### config.mk
export PLATFORM = sky130hd
export DESIGN_NAME = intelligent_traffic_control
export DESIGN_NICKNAME = d
export VERILOG_FILES = /design/src/rtl/itc_pkg.sv /design/src/rtl/itc_phase_timer.sv /design/src/rtl/intelligent_traffic_control.sv
export SDC_FILE = /design/constraint.sdc
export NUM_CORES = 1
export LEC_CHECK = 0
export ABC_CLOCK_PERIOD_IN_PS = 2100
export CAP_MARGIN = 20
export CORE_MARGIN = 3
export CORE_UTILIZATION = 48
export DETAILED_ROUTE_END_ITERATION = 8
export PLACE_DENSITY = 0.7
export SYNTH_ARGS = -nofsm -noshare
export SYNTH_HDL_FRONTEND = slang
export SYNTH_SLANG_ARGS = --single-unit
export TNS_END_PERCENT = 1
### constraint.sdc
create_clock -name clk -period 2.1 [get_ports clk]
set_input_delay 0.42 -clock clk [delete_from_list [all_inputs] [get_ports clk]]
set_output_delay 0.42 -clock clk [all_outputs]
set_load 0.005 [all_outputs]
### src/rtl/itc_pkg.sv
// Shared types and constants for the intelligent traffic controller:
// the 3-bit phase encoding and the 2-bit lamp colour codes.
package itc_pkg;

    typedef enum logic [2:0] {
        S0 = 3'b000,  // highway green
        S1 = 3'b001,  // highway yellow
        S2 = 3'b010,  // all red before the country green
        S3 = 3'b011,  // country green
        S4 = 3'b100,  // country yellow
        S5 = 3'b101   // all red before the highway green
    } state_t;

    localparam logic [1:0] RED    = 2'b00;
    localparam logic [1:0] YELLOW = 2'b01;
    localparam logic [1:0] GREEN  = 2'b10;

endpackage

### src/rtl/itc_phase_timer.sv
// Phase timer: counts cycles spent in the current phase and saturates at
// all-ones. clear_i restarts the count from zero on the next edge.
// clr resets the count asynchronously.
module itc_phase_timer #(
    parameter int CNT_W = 8
) (
    input  logic             clk,
    input  logic             clr,
    input  logic             clear_i,
    output logic [CNT_W-1:0] cnt_o
);

    logic [CNT_W-1:0] cnt_q;
    logic [CNT_W-1:0] cnt_d;

    // Next count: restart on phase change, otherwise saturating increment.
    always_comb begin
        cnt_d = cnt_q;
        if (clear_i) begin
            cnt_d = '0;
        end else if (cnt_q != {CNT_W{1'b1}}) begin
            cnt_d = cnt_q + 1'b1;
        end
    end

    // Count register with asynchronous reset.
    always_ff @(posedge clk or posedge clr) begin
        if (clr) begin
            cnt_q <= '0;
        end else begin
            cnt_q <= cnt_d;
        end
    end

    assign cnt_o = cnt_q;

endmodule

### src/rtl/intelligent_traffic_control.sv
// Six-phase highway/country-road controller. The highway stays green until
// the country sensor X requests service after a minimum green time. It then
// yields through yellow and all-red, and gets the green back once X drops.
// Optional feature macro: ITC_MAX_GREEN_EN caps the country green at
// MAX_CNTRY_GREEN cycles even while X is still high.
module intelligent_traffic_control
    import itc_pkg::*;
#(
    parameter int CNT_W           = 8,
    parameter int MIN_HWY_GREEN   = 4,
    parameter int YELLOW_CYCLES   = 3,
    parameter int ALLRED_CYCLES   = 1,
    parameter int MAX_CNTRY_GREEN = 8
) (
    input  logic       clk,
    input  logic       clr,
    input  logic       X,
    output logic [1:0] hwy,
    output logic [1:0] cntry,
    output logic [2:0] State
);

    localparam logic [CNT_W-1:0] MIN_GREEN_LAST = CNT_W'(MIN_HWY_GREEN - 1);
    localparam logic [CNT_W-1:0] YELLOW_LAST    = CNT_W'(YELLOW_CYCLES - 1);
    localparam logic [CNT_W-1:0] ALLRED_LAST    = CNT_W'(ALLRED_CYCLES - 1);
`ifdef ITC_MAX_GREEN_EN
    localparam logic [CNT_W-1:0] CNTRY_LAST     = CNT_W'(MAX_CNTRY_GREEN - 1);
`endif

    state_t           state_q;
    state_t           state_d;
    logic [CNT_W-1:0] t;
    logic             phase_change;

    // A change of phase restarts the timer, so t = 0 in the first cycle of
    // every phase.
    assign phase_change = (state_d != state_q);

    itc_phase_timer #(
        .CNT_W (CNT_W)
    ) u_timer (
        .clk     (clk),
        .clr     (clr),
        .clear_i (phase_change),
        .cnt_o   (t)
    );

    // Next phase. X only matters in S0 and S3. The illegal codes fall back
    // to S0.
    always_comb begin
        state_d = state_q;
        case (state_q)
            S0: if (X && (t >= MIN_GREEN_LAST)) state_d = S1;
            S1: if (t == YELLOW_LAST)           state_d = S2;
            S2: if (t == ALLRED_LAST)           state_d = S3;
`ifdef ITC_MAX_GREEN_EN
            S3: if (!X || (t == CNTRY_LAST))    state_d = S4;
`else
            S3: if (!X)                         state_d = S4;
`endif
            S4: if (t == YELLOW_LAST)           state_d = S5;
            S5: if (t == ALLRED_LAST)           state_d = S0;
            default:                            state_d = S0;
        endcase
    end

    // Phase register. An asynchronous clear forces the highway green at once.
    always_ff @(posedge clk or posedge clr) begin
        if (clr) begin
            state_q <= S0;
        end else begin
            state_q <= state_d;
        end
    end

    // Lamp decode of the phase register only, so X has no path to outputs.
    always_comb begin
        hwy   = RED;
        cntry = RED;
        case (state_q)
            S0:      hwy   = GREEN;
            S1:      hwy   = YELLOW;
            S3:      cntry = GREEN;
            S4:      cntry = YELLOW;
            default: begin
                hwy   = RED;
                cntry = RED;
            end
        endcase
    end

    assign State = state_q;

endmodule

==> reports/metrics.csv, run 1 <==
stage;metric;value;unit
outcome;status;complete, no violations;
worst_setup_path;Crit path required time;1.68;ns
logic_synthesis;Ys Warns;0;
layout;Comb area;489.2;um2
routing;drt first pass iters;4;
clock_tree;H-tree level count;1;
layout;ant diodes;0;
routing;DRC errors left;0;
routing;DRT antenna net count;0;
flow_run;Max-Cap Viols;0;
clock_tree;CTS root buffer;clkbuf_4;
logic_synthesis;Area leader share;0.3354;
placement;I/O Buffers;9;
power;total power;1239;uW
placement;HPWL Detailed;1.236;mm
min_path;worst hold-check path type;in2async;
die;Die X;47.35;um
routing;vias per cell;6.026;
final_timing;Slew Limit Headroom;0.6876;
final_timing;clk_skew;0.01031;ns
worst_setup_path;CP Cell Sequence;inv_1 > nor3_1 > clkdlybuf4s50_1;
worst_setup_path;Crit. End Element;output pin;
placement;GP Congestion;0.7912;
logic_synthesis;area reported by Yosys stat;820.8;um2
die;die area;2242;um2
placement;placed cells;113;
worst_setup_path;CP peak stage delay;0.52;ns
worst_setup_path;worst-path maximum fanout;10;
final_timing;Peak Freq;498.4;MHz
clock_tree;Num Clock Sinks;11;
worst_setup_path;critical setup path kind;reg2out;
global_routing;number of global-route vias before repair;595;
worst_setup_path;Stages on worst setup path;3;
clock_tree;Inserted Clock Buffers;3;
logic_synthesis;cell accounting for the most synthesized area;dfrtp_1;
final_timing;final-report hold violation count;0;
logic_synthesis;Mapped Avg Cell Area;9.020;um2
logic_synthesis;Distinct lib cells used;35;
clock_tree;Hold Buf Count CTS;0;
worst_setup_path;crit-path leading delay family;buffers and inverters;
final_timing;Slew Limit Fails;0;
logic_synthesis;Synth Cell Area;820.8;um2
die;fp util;0.5265;
routing;1st-iter DRT viols;20;
[run 1: synthesized netlist by cell type (3+ instances only)]
master	count
inv_1	6
nand3_1	4
nand2_1	4
nor2_1	7
ha_1	3
a31oi_1	3
o211ai_1	3
nor2b_1	4
nor3_1	9
dfrtp_1	11
nand4_1	3
buf_2	4
[run 1: kinds of logic after synthesis]
| family | count (synthesis) | synth area share |
|---|---|---|
| AOI/OAI and AO/OA | 20 | 0.1951 |
| xor gates and xnor gates | 2 | 0.02135 |
| adders and majority gates | 3 | 0.04574 |
| buffers and inverters | 12 | 0.07164 |
| DFF | 11 | 0.3354 |
| muxes | 4 | 0.05183 |
| and+or+nand+nor | 39 | 0.2790 |
[run 1: through the flow]
stage | hold slack [ns] | util
after floorplan | 0.2724 | -
after global placement | 0.6282 | 0.5883
after detailed placement | 0.6467 | 0.5883
after CTS | 0.4472 | 0.6067
after global routing | 0.4552 | 0.6091
final | 0.4327 | 0.6091
[run 1: sequential cells by signal, summed over array words and instances (netlist names)]
register and count:
State 3, u_timer.cnt_o 8
[run 1: timing repair]
action,in CTS,in global routing
resized,1,2
pin swaps,0,0
endpoints found under the hold margin,0,0
endpoints found under the setup margin,1,1
setup buffers,0,0
[run 1: worst register-to-register path, stage by stage (launching register included)]
cell and delay (ns):
dfrtp_1 0.41, inv_1 0.12, ha_1 0.19, nor3b_1 0.34, a31oi_1 0.22, a21oi_4 0.34, nor3_1 0.10
[run 1: metal layers]
metal,track usage,vias up,wire length (um)
li1,-,355,-
met1,0.2616,330,879
met2,0.2353,15,768
met3,0.04598,5,52
met4,0.08287,0,34
met5,0,-,0
[run 1: area by class of cell]
type | instances | share of cell area
Multi-Input combinational cell | 68 | 0.5152
Clock buffer | 3 | 0.02372
Inverter | 6 | 0.02372
Clock inverter | 1 | 0.005270
Sequential cell | 11 | 0.2925
Tap cell | 16 | 0.02108
Timing Repair Buffer | 12 | 0.1186
[run 1: power breakdown]
group,switching [uW],internal [uW],leakage (uW)
sequential,94.3,275,0.000144
clock,82.9,70.7,0.0000177
combinational,354,362,0.000217
[run 1: path summary, 6_finish.rpt]
kind                                   from                to  slack [ns]
max                                State[0]            hwy[0]        0.09
min reg2reg                        State[2]  u_timer.cnt_o[4]        0.64
min                                     clr  u_timer.cnt_o[5]        0.43
max reg2reg                u_timer.cnt_o[0]  u_timer.cnt_o[1]        0.25
max in group asynchronous               clr          State[2]        1.32
min in group clk                   State[2]  u_timer.cnt_o[4]        0.64
### Signal wires on met1, run 1

Supply wires on this layer in gray. Cells faint in the background.
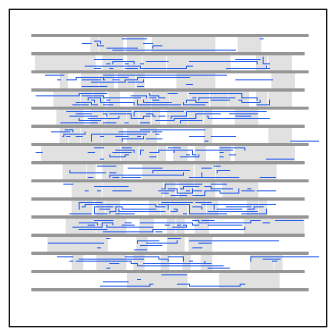
main direction: horizontal
wire length on this layer: 879 um
nets with wire on the layer: 97
vias post-DR: 705
Routed WL: 1.734 mm
M1 GR Usage: 0.2616

### Cell sizes after repair, run 1

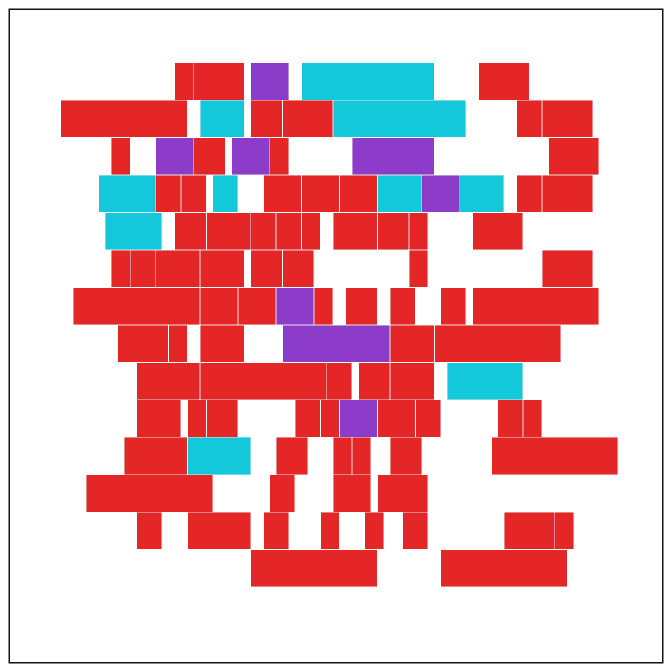
legend:
  red:
    size: x1 and smaller
    cells: 83
    share: 82%
  purple:
    size: x3 and x4
    cells: 8
    share: 7.9%
  cyan:
    size: x2
    cells: 10
    share: 9.9%
fin worst setup slack: 0.09359 ns
Non-clk bufs: 12

### Placement by cell class, run 1

The bar under the picture is 10 um long.
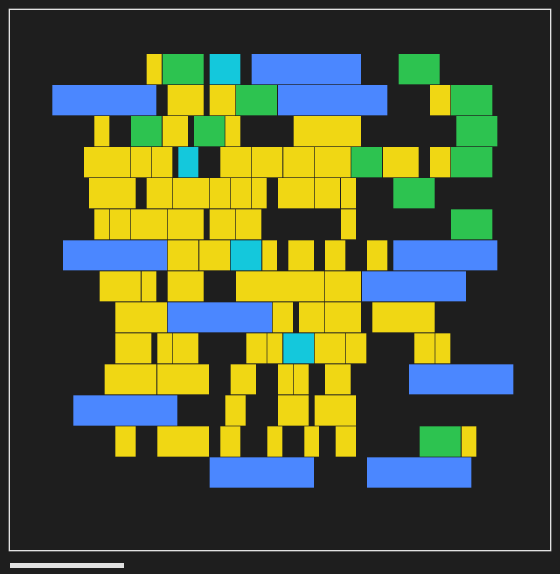
legend:
  blue:
    class: sequential cells
    cells: 11
    share_of_their_area: 30%
  yellow:
    class: remaining logic cells
    cells: 74
    share_of_their_area: 55%
  cyan:
    class: clock drivers and dummy loads
    cells: 4
    share_of_their_area: 3.0%
  green:
    class: remaining buffers and delay cells
    cells: 12
    share_of_their_area: 12%
fin util: 0.6091
core footprint: 1559 um2
FP Rows: 14
final instance area: 949.7 um2
flop share of the area: 0.2925

### Clock distribution, run 1

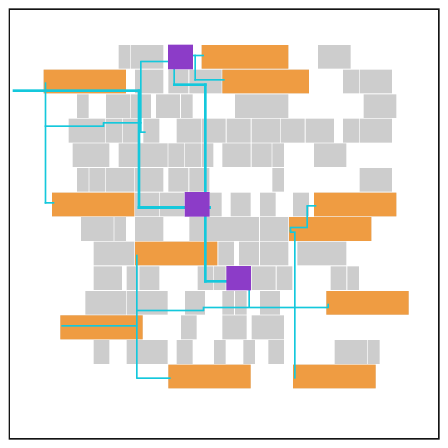

--- run 2 (diff from run 1) ---
Settings changed: CELL_PAD_IN_SITES_DETAIL_PLACEMENT set to 0, CELL_PAD_IN_SITES_GLOBAL_PLACEMENT set to 2, CORE_UTILIZATION 48 to 33, GPL_ROUTABILITY_DRIVEN set to 0, PLACE_DENSITY 0.7 to unset, PLACE_DENSITY_LB_ADDON set to 0.1.
### Clock distribution, run 2

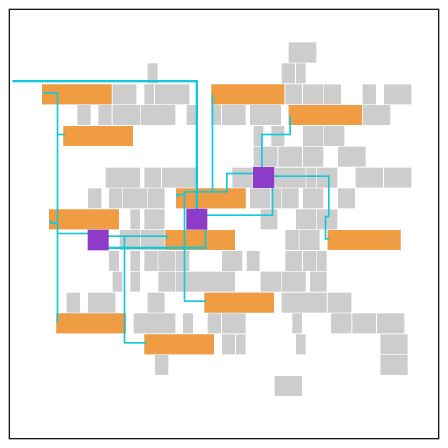
legend:
  cyan:
    item: clock wires
    length: 214 um
  orange:
    item: flip-flops
    count: 11
  purple:
    item: clock-net drivers
    count: 3
routed clock nets: 4
Clk pwr share: 0.115
clk_skew: 0.005304 ns

==> run 2 against run 1 <==
  * Global-route usage decreased by 4.7 points
  * Sequential power up 4%
  * Critical endpoint is now cntry[1]
  * Sequential share of layout area shrank 1.7 points
  * Clock skew decreased by 0.0050 ns
==> reports/metrics.csv, run 2 <==
stage;metric;value;unit;change
die;Die X;55.87;um;+18%
outcome;status;complete, no violations;;
placement;placed cells;126;;+12%
routing;DRC errors left;0;;unchanged
final_timing;Slew Limit Fails;0;;unchanged
power;Net Switching;561.2;uW;+5.7%
flow_run;Max-Cap Viols;0;;unchanged
final_timing;Slew Limit Headroom;0.6838;;-0.003723
placement;I/O Buffers;9;;unchanged
logic_synthesis;cell accounting for the most synthesized area;dfrtp_1;;
power;switching part of the total;0.4226;;-0.005937
logic_synthesis;Synth Cell Area;820.8;um2;unchanged
layout;Comb area;491.7;um2;+0.51%
routing;vias post-DR;758;;+7.5%
worst_setup_path;worst-path maximum fanout;12;;+2
global_routing;number of global-route vias before repair;711;;+19%
power;Comb pwr share;0.597;;+0.019
worst_setup_path;Crit path required time;1.68;ns;about the same
final_timing;Peak Freq;498.3;MHz;about the same
die;fp util;0.3606;;-0.1658
final_timing;final-report hold violation count;0;;unchanged
routing;Routed WL;1.915;mm;+10%
logic_synthesis;synth cell count leaders;dfrtp_1 (11), nor3_1 (9), nor2_1 (7);;
die;FP Rows;17;;+3
routing;vias per cell;5.615;;-6.8%
routing;drt first pass iters;4;;unchanged
placement;HPWL Detailed;1.326;mm;+7.3%
### Cell sizes after repair, run 2

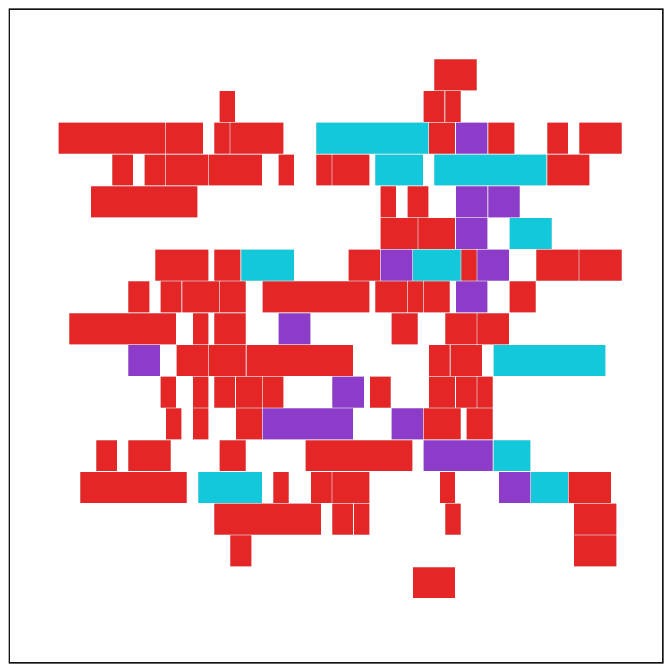
legend:
  purple:
    size: x3 and x4
    cells: 14
    share: 13%
  red:
    size: x1 and smaller
    cells: 83
    share: 78%
  cyan:
    size: x2
    cells: 10
    share: 9.3%
Layout area overhead: 23.32%
fin worst setup slack: 0.09332 ns
final instance area: 1012 um2
Non-clk bufs: 18

## run 2: cell count changes in the layout (fill, tap and decap cells not counted), sizes merged
cell and delta:
clkinv -1, clkbuf +1, buf +6
## run 2: area by class of cell
cell class,count,share of cell area
clock buffers,4,0.02596
inverters,6,0.02225
multi-input cells,68,0.4858
flip-flops and latches,11,0.2756
well taps,28,0.03461
repair buffers,18,0.1557
## run 2: what timing repair did
item,4_1_cts,5_1_grt
setup buffers,0,5
resized,2,2
setup endpoints to repair,2,3
## run 2: power groups by stage
stage	registers [uW]	clock network (uW)	logic (uW)
after floorplan	320	0	512
after global placement	406	0	688
after detailed placement	404	0	685
after CTS	404	159	688
after global routing	400	173	871
final	383	153	792
## run 2: worst max-delay path, stage by stage, from the launching register on
cell and delay, ns:
dfrtp_2 0.50, nor2b_1 0.18, and2_1 0.14, clkdlybuf4s50_1 0.49
## run 2: logic make-up after synthesis
| family | count (synthesis) | share of synthesized area |
|---|---|---|
| compound gates | 20 | 0.1951 |
| xor+xnor | 2 | 0.02135 |
| fa+ha+maj | 3 | 0.04574 |
| buf+inv | 12 | 0.07164 |
| flops | 11 | 0.3354 |
| mux | 4 | 0.05183 |
| simple gates | 39 | 0.2790 |
## run 2: layer usage
layer  track usage  part of all wire
met5             0                 0
met1        0.1641              0.46
met2        0.2145              0.50
met3       0.04408             0.040
met4       0.03051            0.0089
## run 2: path summary, 6_finish.rpt
check,slack [ns],depth (start not counted),from,to
max,0.09,3,State[2],cntry[1]
min,0.46,2,clr,u_timer.cnt_o[4]
max reg2reg,0.21,6,State[1],u_timer.cnt_o[1]
min reg2reg,0.60,1,State[2],State[1]
max in group asynchronous,1.30,2,clr,State[2]
min in group clk,0.60,1,State[2],State[1]
## run 2: per-stage QoR
stage	total power (uW)	worst slack (ns)	hold WS [ns]	area, um2	TNS [ns]
finish	1328	0.09332	0.4558	1012	0
CTS	1250	0.04798	0.4757	968.4	0
global route	1443	-0.001584	0.4868	1012	-0.001584
floorplan	831.9	0.4729	0.2724	820.8	0
global placement	1093	0.05402	0.6266	939.7	0
detailed placement	1089	0.04013	0.6226	939.7	0
### Placement by cell class, run 2

The bar under the picture is 20 um long.
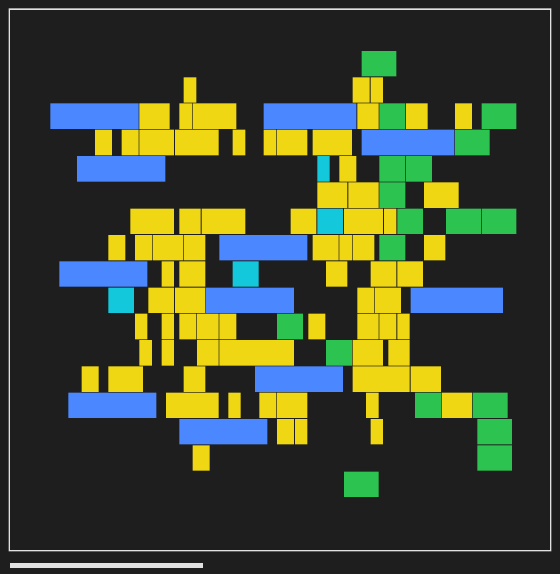

--- run 3 (diff from run 2) ---
Settings changed: CORE_MARGIN 3 to unset.
### Placement by cell class, run 3

The bar under the picture is 20 um long.
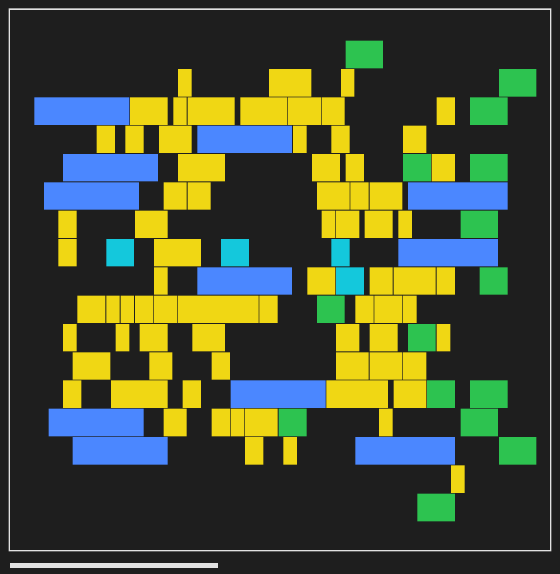
core footprint: 2276 um2
final instance area: 985.9 um2

### Signal wires on met1, run 3

Supply wires on this layer in gray. Cells faint in the background.
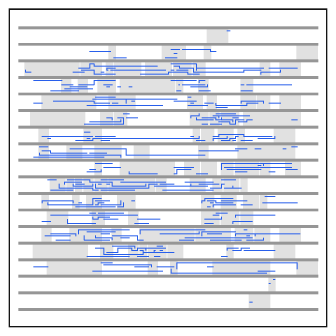
main direction: horizontal
wire length on this layer: 904 um
share of all routed wire: 51%
longest straight run: 19.8 um
nets with wire on the layer: 93
M1 GR Usage: 0.2029
Routed WL: 1.774 mm
vias post-DR: 710

==> run 3 against run 2 <==
  * First-iteration DRC count rose by 50%
  * Register-to-register slack improved by 0.08 ns
  * Worst setup slack improved by 0.016 ns
  * Non-clock buffer count fell by 3
  * Fmax rose by 0.80%
  * Sequential power barely moved
  * Synthesized cell count did not move
==> reports/metrics.csv, run 3 <==
stage;metric;value;unit;change
die;Die X;51.87;um;-7.2%
final_timing;clk_skew;0.004203;ns;-0.001101 ns
final_timing;Peak Freq;502.3;MHz;+0.80%
final_timing;total negative slack;0;ns;unchanged
worst_setup_path;worst-path maximum fanout;9;;-3
final_timing;fin worst setup slack;0.1092;ns;+0.01585 ns
worst_setup_path;Buf/Inv on CP;2;;+1
flow_run;Max-Cap Viols;0;;unchanged
worst_setup_path;Crit path required time;1.68;ns;about the same
placement;Place WS;0.03127;ns;-0.008861 ns
routing;DRC errors left;0;;unchanged
global_routing;number of global-route vias before repair;670;;-5.8%
logic_synthesis;Synth Cell Area;820.8;um2;unchanged
layout;Layout area overhead;20.12;%;
routing;vias per cell;5.379;;-4.2%
placement;HPWL Detailed;1.315;mm;-0.78%
placement;I/O Buffers;9;;unchanged
worst_setup_path;CP Cell Sequence;buf_4 > nor3_1 > clkdlybuf4s50_1;;
placement;placed cells;127;;+0.79%
outcome;status;complete, no violations;;
power;total power;1257;uW;-5.4%
die;FP Rows;17;;unchanged
-- run 3: cell counts after synthesis --
No cell type changed its count.
-- run 3: repair_timing --
action                     4_1_cts  5_1_grt
gates resized                    1        2
hold buffers                     0        0
buffers inserted                 0        1
gates cloned                     0        0
setup endpoints to repair        1        3
-- run 3: layout make-up --
cell class	instances	area [um2]	share of cell area
flip-flops and latches	11	279.0	0.2830
clock buffers	3	22.52	0.02284
well taps	28	35.03	0.03553
multi-input cells	68	486.7	0.4937
inverters	6	22.52	0.02284
clock inverters	1	5.005	0.005076
repair buffers	15	135.1	0.1371
-- run 3: metal layers --
layer  vias to the layer above  GRT usage  routed length [um]
li1                        361          -                   -
met5                         -          0                   0
met2                        10     0.2521                 806
met1                       337     0.2029                 903
met4                         0    0.04054                  14
met3                         2    0.05263                  49
-- run 3: metrics by stage --
| step | util | hold slack [ns] |
|---|---|---|
| 4_1_cts | 0.4288 | 0.4580 |
| 6_report | 0.4332 | 0.4439 |
| 3_5_place_dp | 0.4162 | 0.6331 |
| 3_3_place_gp | 0.4162 | 0.6374 |
| 5_1_grt | 0.4332 | 0.5001 |
| 2_1_floorplan | - | 0.2724 |
-- run 3: final timing paths --
check | startpoint | endpoint | slack, ns | depth (start not counted)
max | State[1] | hwy[0] | 0.11 | 3
max reg2reg | u_timer.cnt_o[0] | u_timer.cnt_o[4] | 0.29 | 6
min | clr | u_timer.cnt_o[6] | 0.44 | 2
min reg2reg | State[2] | State[1] | 0.58 | 1
max in group asynchronous | clr | State[0] | 1.32 | 2
min in group clk | State[2] | State[1] | 0.58 | 1
-- run 3: cell families (layout without fill, tap and decap cells) --
group | after synthesis | in the layout | share of synthesized area
and+or+nand+nor | 39 | 39 | 0.2790
AOI/OAI and AO/OA | 20 | 20 | 0.1951
buffers and inverters | 12 | 25 | 0.07164
DFF | 11 | 11 | 0.3354
muxes | 4 | 4 | 0.05183
adders and majority gates | 3 | 3 | 0.04574
xor gates and xnor gates | 2 | 2 | 0.02135
-- run 3: where the power goes --
| part | leakage, uW | internal (uW) | switching (uW) |
|---|---|---|---|
| logic | 0.000232 | 380 | 345 |
| clock network | 0.0000177 | 70.4 | 78.3 |
| registers | 0.000143 | 277 | 105 |
| total | 0.000392 | 728 | 529 |
Power is estimated from default activity; no workload was simulated.
